Fig. 1: run 1, routed metal, one color a layer
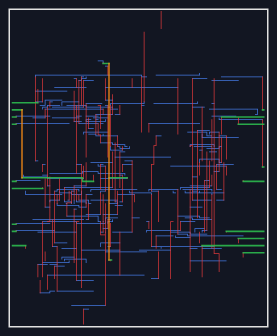
Fig. 2: run 1, clock wiring as the flow saved it
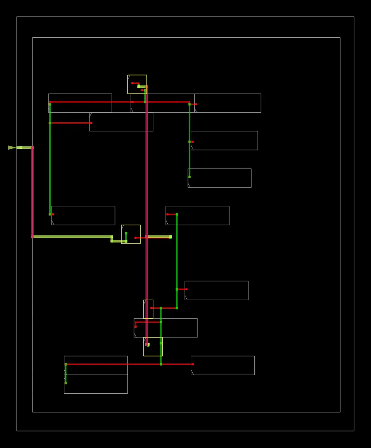
Fig. 3: run 1, I/O nets highlighted
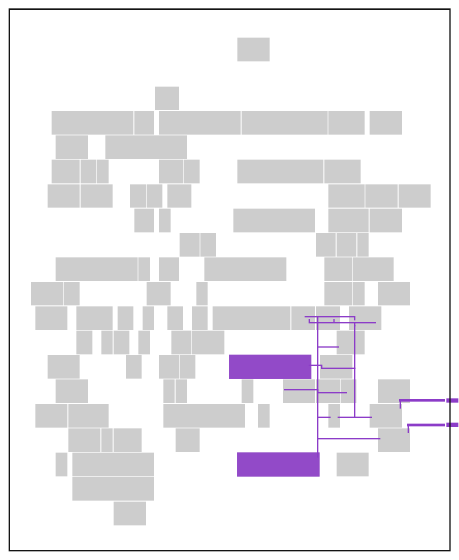
$ cat src/rtl/seq_det_pkg.sv
`default_nettype none
// ============================================================================
//  Module      : seq_det_pkg
//  Description : Shared definitions for the parametrised serial-pattern
//                detector. Holds the state-width helper, the pattern-bit
//                accessor and failure_len(), which returns the longest
//                proper prefix of a pattern that is also its suffix.
//  Ports       : none (package)
//  Revision    : 1.0 - initial release
// ============================================================================
package seq_det_pkg;

  // Widest pattern the detector supports; helpers operate on this width.
  localparam int MAX_PAT_W = 16;

  // State width for the widest build, $clog2(MAX_PAT_W).
  localparam int STATE_W_MAX = $clog2(MAX_PAT_W);

  typedef logic [MAX_PAT_W-1:0] pat_t;

  // State register width for a given pattern length, $clog2(pat_w).
  function automatic int state_width(input int pat_w);
    return (pat_w <= 2) ? 1 : $clog2(pat_w);
  endfunction

  // Single bit of a vector. A shift is used instead of a variable bit-select
  // so that out-of-range indices read as 0 rather than X.
  function automatic logic bit_at(input pat_t v, input int idx);
    pat_t sh;
    sh = v >> idx;
    return sh[0];
  endfunction

  // p[i] of a len-bit pattern held in pattern[len-1:0]; p[0] is the MSB,
  // i.e. the first bit received.
  function automatic logic p_bit(input pat_t pattern, input int len, input int i);
    return bit_at(pattern, len - 1 - i);
  endfunction

  // Longest proper prefix of p[0..len-1] that is also a suffix of it.
  function automatic int failure_len(input pat_t pattern, input int len);
    int   best;
    logic ok;
    best = 0;
    for (int b = 1; b < MAX_PAT_W; b++) begin
      if (b < len) begin
        ok = 1'b1;
        for (int j = 0; j < MAX_PAT_W; j++) begin
          if (j < b) begin
            if (p_bit(pattern, len, j) != p_bit(pattern, len, len - b + j)) begin
              ok = 1'b0;
            end
          end
        end
        if (ok) begin
          best = b;
        end
      end
    end
    return best;
  endfunction

endpackage : seq_det_pkg
`default_nettype wire

$ cat src/rtl/seq_det_next.sv
`default_nettype none
// ============================================================================
//  Module      : seq_det_next
//  Description : Purely combinational KMP transition for the pattern
//                detector. Given the current matched-prefix length and the
//                incoming bit, produces the next prefix length and a full-
//                match flag. Derived directly from the live pattern value, so
//                a reloaded pattern needs no table rebuild.
//  Ports       : i_s       - current matched-prefix length (0..PAT_W-1)
//                i_x       - incoming serial bit
//                i_pattern - pattern, MSB is the first bit expected
//                o_next_s  - prefix length after consuming i_x
//                o_hit     - i_x completes the pattern
//  Revision    : 1.0 - initial release
// ============================================================================
module seq_det_next
  import seq_det_pkg::*;
#(
  parameter int PAT_W   = 3,
  parameter bit OVERLAP = 1'b1,
  localparam int SW     = state_width(PAT_W)
) (
  input  logic [SW-1:0]    i_s,
  input  logic             i_x,
  input  logic [PAT_W-1:0] i_pattern,
  output logic [SW-1:0]    o_next_s,
  output logic             o_hit
);

  pat_t          w_pat;
  logic [SW-1:0] w_fail;
  logic          w_ok;

  assign w_pat  = MAX_PAT_W'(i_pattern);
  assign w_fail = SW'(failure_len(w_pat, PAT_W));

  // For the current state sv, candidate length k is reachable when the last
  // bit matches (p[k-1] == x) and p[0..k-2] is a suffix of p[0..sv-1]. Ascending
  // k means the final accepted candidate is the longest one.
  always_comb begin
    o_hit    = 1'b0;
    o_next_s = '0;
    w_ok     = 1'b0;
    for (int sv = 0; sv < PAT_W; sv++) begin
      if (int'(i_s) == sv) begin
        if ((sv == PAT_W - 1) && (i_x == p_bit(w_pat, PAT_W, PAT_W - 1))) begin
          o_hit    = 1'b1;
          o_next_s = OVERLAP ? w_fail : '0;
        end else begin
          for (int k = 1; k < PAT_W; k++) begin
            if (k <= sv + 1) begin
              w_ok = (p_bit(w_pat, PAT_W, k - 1) == i_x);
              for (int j = 0; j < PAT_W; j++) begin
                if (j < k - 1) begin
                  if (p_bit(w_pat, PAT_W, j) != p_bit(w_pat, PAT_W, sv - k + 1 + j)) begin
                    w_ok = 1'b0;
                  end
                end
              end
              if (w_ok) begin
                o_next_s = SW'(k);
              end
            end
          end
        end
      end
    end
  end

endmodule : seq_det_next
`default_nettype wire

$ cat src/rtl/seq_detector_param.sv
`default_nettype none
// ============================================================================
//  Module      : seq_detector_param
//  Description : Parametrised Mealy serial-pattern detector with runtime
//                pattern reload, input-valid qualifier, saturating match
//                counter and matched-prefix progress output.
//  Ports       : clk        - clock, rising edge
//                aresetn    - asynchronous active-low reset
//                x          - serial data bit
//                x_valid    - x is consumed only when high
//                pat_we     - load pat_wdata as the pattern (beats x_valid)
//                pat_wdata  - new pattern, MSB first
//                cnt_clr    - synchronous clear of match_cnt
//                z          - Mealy match flag (same cycle as the last bit)
//                prefix_len - current matched-prefix length
//                match_cnt  - saturating match count
//  Revision    : 1.0 - initial release
// ============================================================================
module seq_detector_param
  import seq_det_pkg::*;
#(
  parameter int               PAT_W   = 3,
  parameter logic [PAT_W-1:0] PATTERN = 3'b101,
  parameter bit               OVERLAP = 1'b1,
  parameter int               CNT_W   = 8,
  localparam int              SW      = state_width(PAT_W)
) (
  input  logic             clk,
  input  logic             aresetn,
  input  logic             x,
  input  logic             x_valid,
  input  logic             pat_we,
  input  logic [PAT_W-1:0] pat_wdata,
  input  logic             cnt_clr,
  output logic             z,
  output logic [SW-1:0]    prefix_len,
  output logic [CNT_W-1:0] match_cnt
);

  // Empty-prefix state; every other state value is a prefix length.
  localparam logic [SW-1:0] S_EMPTY = '0;

  logic [SW-1:0]    r_state;
  logic [PAT_W-1:0] r_pattern;
  logic [CNT_W-1:0] r_cnt;
  logic [SW-1:0]    w_next_s;
  logic             w_hit;
  logic             w_accept;
  logic             w_match;

  seq_det_next #(
    .PAT_W   (PAT_W),
    .OVERLAP (OVERLAP)
  ) u_next (
    .i_s       (r_state),
    .i_x       (x),
    .i_pattern (r_pattern),
    .o_next_s  (w_next_s),
    .o_hit     (w_hit)
  );

  // A pattern write steals the cycle: the bit on x is not consumed.
  assign w_accept = x_valid & ~pat_we;
  // Gated by aresetn so z stays low for the whole reset, not just after it.
  assign w_match  = aresetn & w_accept & w_hit;

  always_ff @(posedge clk or negedge aresetn) begin
    if (!aresetn) begin
      r_state   <= S_EMPTY;
      r_pattern <= PATTERN;
    end else if (pat_we) begin
      r_pattern <= pat_wdata;
      r_state   <= S_EMPTY;
    end else if (x_valid) begin
      r_state   <= w_next_s;
    end
  end

  // Clear wins over a same-cycle increment; count holds at all-ones.
  always_ff @(posedge clk or negedge aresetn) begin
    if (!aresetn) begin
      r_cnt <= '0;
    end else if (cnt_clr) begin
      r_cnt <= '0;
    end else if (w_match && (r_cnt != '1)) begin
      r_cnt <= r_cnt + CNT_W'(1);
    end
  end

  assign z          = w_match;
  assign prefix_len = r_state;
  assign match_cnt  = r_cnt;

endmodule : seq_detector_param
`default_nettype wire
$ cat config.mk
export PLATFORM = sky130hd
export DESIGN_NAME = seq_detector_param
export DESIGN_NICKNAME = d
export VERILOG_FILES = /design/src/rtl/seq_det_pkg.sv /design/src/rtl/seq_det_next.sv /design/src/rtl/seq_detector_param.sv
export SDC_FILE = /design/constraint.sdc
export NUM_CORES = 1
export LEC_CHECK = 0
export CAP_MARGIN = 20
export CORE_ASPECT_RATIO = 1.25
export CORE_MARGIN = 2
export CORE_UTILIZATION = 30
export CTS_CLUSTER_SIZE = 12
export DETAILED_ROUTE_END_ITERATION = 10
export PLACE_DENSITY = 0.52
export SLEW_MARGIN = 40
export SYNTH_ARGS = -nofsm -noshare
export SYNTH_HDL_FRONTEND = slang
export SYNTH_HIERARCHICAL = 1
export SYNTH_SLANG_ARGS = --single-unit
$ cat constraint.sdc
create_clock -name clk -period 5.7 [get_ports clk]
set_clock_uncertainty 0.2 [all_clocks]
set_input_delay 0.57 -clock clk [delete_from_list [all_inputs] [get_ports clk]]
set_output_delay 0.57 -clock clk [all_outputs]
set_load 0.01 [all_outputs]
==> impl_metrics.csv, run 1 <==
group,metric,value,unit
synth,ys_chip_area,757,um^2
power_and_ir_drop,finalPower,185,uW
timing,period_used_share,57.2,%
clock_tree,cts_resized,0,
worst_hold_path,hold_start,"match_cnt[5]",
critical_path,max_stage_delay,550,ps
placed_design,gp_congestion,0.789,
synth,yosysWarnings,6,
critical_path,worstPathArrival,2490,ps
clock_tree,insertion_delay,280,ps
clock_tree,max-clock-path-buffers,2,
power_and_ir_drop,p_per_area,185,nW/um^2
routing,dr_total_vias,622,
critical_path,required,4930,ps
die,std_cell_rows,20,
synth,fp_nets,85,
timing,setup_slack,2440,ps
critical_path,timing.rr.end,"match_cnt[5]",
routing,firstDrtPassIters,4,
die,coreArea,2430,um^2
clock_tree,clock-sinks,13,
routing,wire_per_inst,12.1,um
routing,wl,1560,um
clock_tree,clk_pin_slew,70,ps
power_and_ir_drop,leakagePower,0.000420,uW
global_routing,grt_max_degree,15,
timing,min_period,3260,ps
clock_tree,clockRootBuffer,"clkbuf_4",
synth,ff_type,"dfrtp_1",
placed_design,place.port_buffers,19,
timing,whs,394,ps
routing,wl_met3,82,um
critical_path,startpoint_type,"input pin",
global_routing,grt_pass1_vias,598,
synth,top_cells_by_count,"dfrtp_1 (11), nor2_1 (9), nor3_1 (5)",
finish,lay_top_cells,"clkdlybuf4s50_1 (19), dfrtp_1 (11), nor2_1 (9)",
finish,fin_cells,129,
finish,drive_gt1_share,13.5,%
die,dieArea,2940,um^2
power_and_ir_drop,ir_drop,0.112,mV
global_routing,grt_pass1_wl,2640,um
timing,final.setup.tns,0,ps
finish,final_area,1000,um^2
synth,edf_count,0,
global_routing,grtUsageMet2,20.2,%
synth,yosysCellCount,75,
global_routing,grt_overflow,0,
global_routing,antenna_found_initial,0,
placed_design,post_dp_cell_area,973,um^2
placed_design,dp_slack,2450,ps
outcome,outcome,"finished, final reports clean",
routing,wl_met2,707,um
finish,fin_util,41.2,%
critical_path,crit_end,"z",
global_routing,grt_use_met1,14.1,%
routing,drcViolationCount,0,
clock_tree,h-tree-depth,1,
flow_run,maxCapViolations,0,
synth,seq_area_frac_synth,43.3,%
synth,yosys-top-cells-area,"dfrtp_1 (36%), dfstp_2 (6.9%), mux2i_1 (5.3%)",
clock_tree,cts_tree,"built",
routing,viasPerCell,4.82,
synth,synthArstFlopShare,100,%
routing,wl_met1,718,um
routing,drt_iter0_markers,4,
critical_path,setup.worst_path.end_class,"output pin",
placed_design,post-dp-hpwl,1160,um
worst_hold_path,hold_depth,2,
timing,worst_pin_slew,655,ps
synth,synth_area_leader_cell,"dfrtp_1",
clock_tree,postCtsSetupRepairBufs,0,
synth,syn-cell-area,757,um^2
worst_hold_path,min_to,"match_cnt[5]",
-- Fig. 1 (at the start) --
| layer | color | wire length |
|---|---|---|
| metal 4 | orange | 50.3 um |
| metal 3 | green | 82.3 um |
| metal 1 | blue | 719 um |
| metal 2 | red | 707 um |

-- Fig. 2 (at the start) --
CTS buffer count: 3
CLK BUF: 4

-- Fig. 3 (at the start) --
| port | color | direction | end cells | buffers | wire |
|---|---|---|---|---|---|
| prefix_len | purple | output | 2 | 2 | 77.4 um |

[run 1: kinds of logic after synthesis]
kind of cell	share of synthesized area, %
xor+xnor	3.47
fa+ha+maj	1.65
compound gates	12.7
simple gates	26.1
buf+inv	2.97
mux	9.75
flops	43.3
[run 1: registers in the layout, summed over array words and instances (netlist names)]
register,count
match_cnt,8
prefix_len,2
r_pattern,3
[run 1: area by class of cell]
class | count | area, um^2
fill | 254 | 1430
clock buffer | 4 | 26.3
sequential | 13 | 328
multi-input combinational | 58 | 407
inverter | 2 | 7.51
timing repair buffer | 19 | 190
tap | 33 | 41.3
[run 1: power breakdown]
part           switching, uW  internal, uW  total, uW
Combinational           11.4          15.6       27.0
Clock                   29.5          27.2       56.7
Sequential              4.58          96.5        101
## Run 2: what changed since run 1
Clock period 5.7 ns to 3.29 ns, I/O delays scaled along.
Fig. 4: run 2, clock wiring as the flow saved it
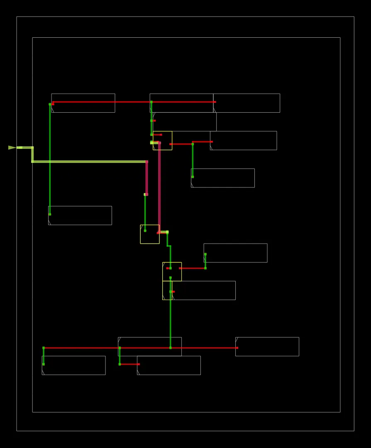
clk sink count: 13
Clock Power: 93.7 uW
count of flip-flops and latches: 13

Fig. 5: run 2, routed clock nets over the placement
Bar = 10 um.
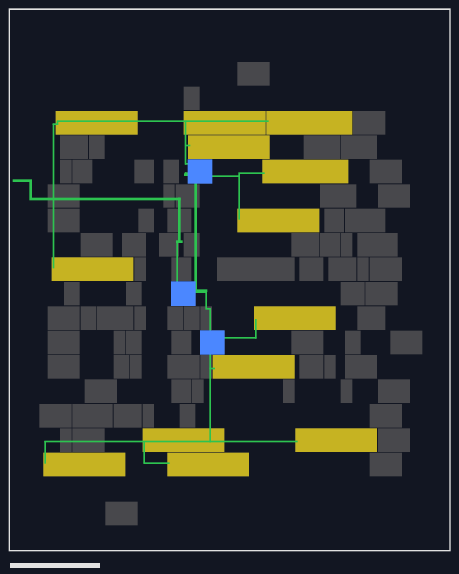
[clock wires] green | length: 165 um
[flip-flops] yellow | count: 13
[clock drivers] blue | count: 3
routed clock nets: 4

==> run 2 against run 1 <==
Effect of this change:
- power up 71%
- global-route usage up 1.3 points
- sequential cell count unchanged
- cell count up 0.78%
- combinational power up 76%
- sequential power up 73%
- worst hold slack worse by 120 ps
- critical path type unchanged
- largest cell class unchanged
- area after synthesis unchanged
- first-iteration DRC count down 25%
- final area up 0.75%
- wire length up 2.8%
==> impl_metrics.csv, run 2 <==
group,metric,value,unit
outcome,outcome,"finished, final reports clean",
timing,period_used_share,83.6,%
power_and_ir_drop,seqPwrFrac,55.3,%
global_routing,antenna_found_initial,0,
routing,drcViolationCount,0,
clock_tree,max-clock-path-buffers,2,
clock_tree,cts_resized,0,
finish,buffer_area_share,19.6,%
synth,ff_type,"dfrtp_1",
clock_tree,h-tree-depth,1,
synth,synth-simple-area-share,26.1,%
power_and_ir_drop,power_switching,74.7,uW
synth,yosysWarnings,6,
clock_tree,cts_buffers,3,
critical_path,setup.worst_path.end_class,"output pin",
finish,fillerInstances,262,
power_and_ir_drop,combinationalPower,47.6,uW
global_routing,grt_overflow,0,
power_and_ir_drop,combPwrFrac,15.0,%
die,taps,33,
synth,top_logic_kind,"simple AND/OR/NAND/NOR gates",
critical_path,max_stage_delay,550,ps
finish,comb-cell-share,40.4,%
power_and_ir_drop,p_sw_share,23.6,%
synth,seq_area_frac_synth,43.3,%
finish,comb_area,407,um^2
timing,final.setup.tns,0,ps
global_routing,grt_max_degree,14,
placed_design,gp_congestion,0.774,
clock_tree,clockRootBuffer,"clkbuf_4",
finish,lay_top_cells,"clkdlybuf4s50_1 (19), dfrtp_1 (11), nor2_1 (9)",
synth,yosys-top-cells-area,"dfrtp_1 (36%), dfstp_2 (6.9%), mux2i_1 (5.3%)",
die,std_cell_rows,20,
routing,wire_per_inst,12.3,um
finish,largest_cell_class,"multi-input combinational cells",
die,dieArea,2940,um^2
timing,worst_pin_slew,381,ps
routing,wl,1600,um
routing,dr_total_vias,633,
synth,ys_chip_area,757,um^2
placed_design,place.port_buffers,19,
finish,largest_reg_flops,8,
finish,buffers_excl_clock,20,
power_and_ir_drop,p_per_area,314,nW/um^2
synth,syn-cell-area,757,um^2
power_and_ir_drop,maxPowerGroup,"registers",
clock_tree,clk_pin_slew,70,ps
clock_tree,insertion_delay,270,ps
synth,synthXorXnorAreaFrac,3.47,%
synth,synthAoiAreaFrac,12.7,%
routing,viasPerCell,4.87,
critical_path,worstPathArrival,2220,ps
global_routing,grt_pass1_wl,2980,um
finish,inverters_excl_clock,2,
power_and_ir_drop,p_clk_share,29.6,%
synth,fp_nets,85,
clock_tree,postCtsSetupRepairBufs,0,
finish,multiInputCombCellCount,58,
power_and_ir_drop,leakagePower,0.000425,uW
finish,drive_gt1_share,14.4,%
## run 2: metrics by stage
stage	std cells	total power (uW)	instance area (um^2)	utilization, %
after floorplan	75	203	757	-
after global placement	126	227	981	40.4
after detailed placement	126	227	981	40.4
after CTS	130	326	1010	41.5
after global routing	130	339	1010	41.5
final	130	317	1010	41.5
## run 2: layer usage
metal	track usage (%)	part of all wire [%]	up-vias
li1	-	-	317
met1	15.8	47	292
met2	22.9	47	20
met3	4.25	4.7	4
met4	4.90	1.1	0
met5	0	0	-
## run 2: worst max-delay path, delay by kind of cell
kind,cells,cell delay (ps)
xor gates and xnor gates,1,210
buffers and inverters,3,1210
and+or+nand+nor,2,470
Power is estimated from default activity; no workload was simulated.
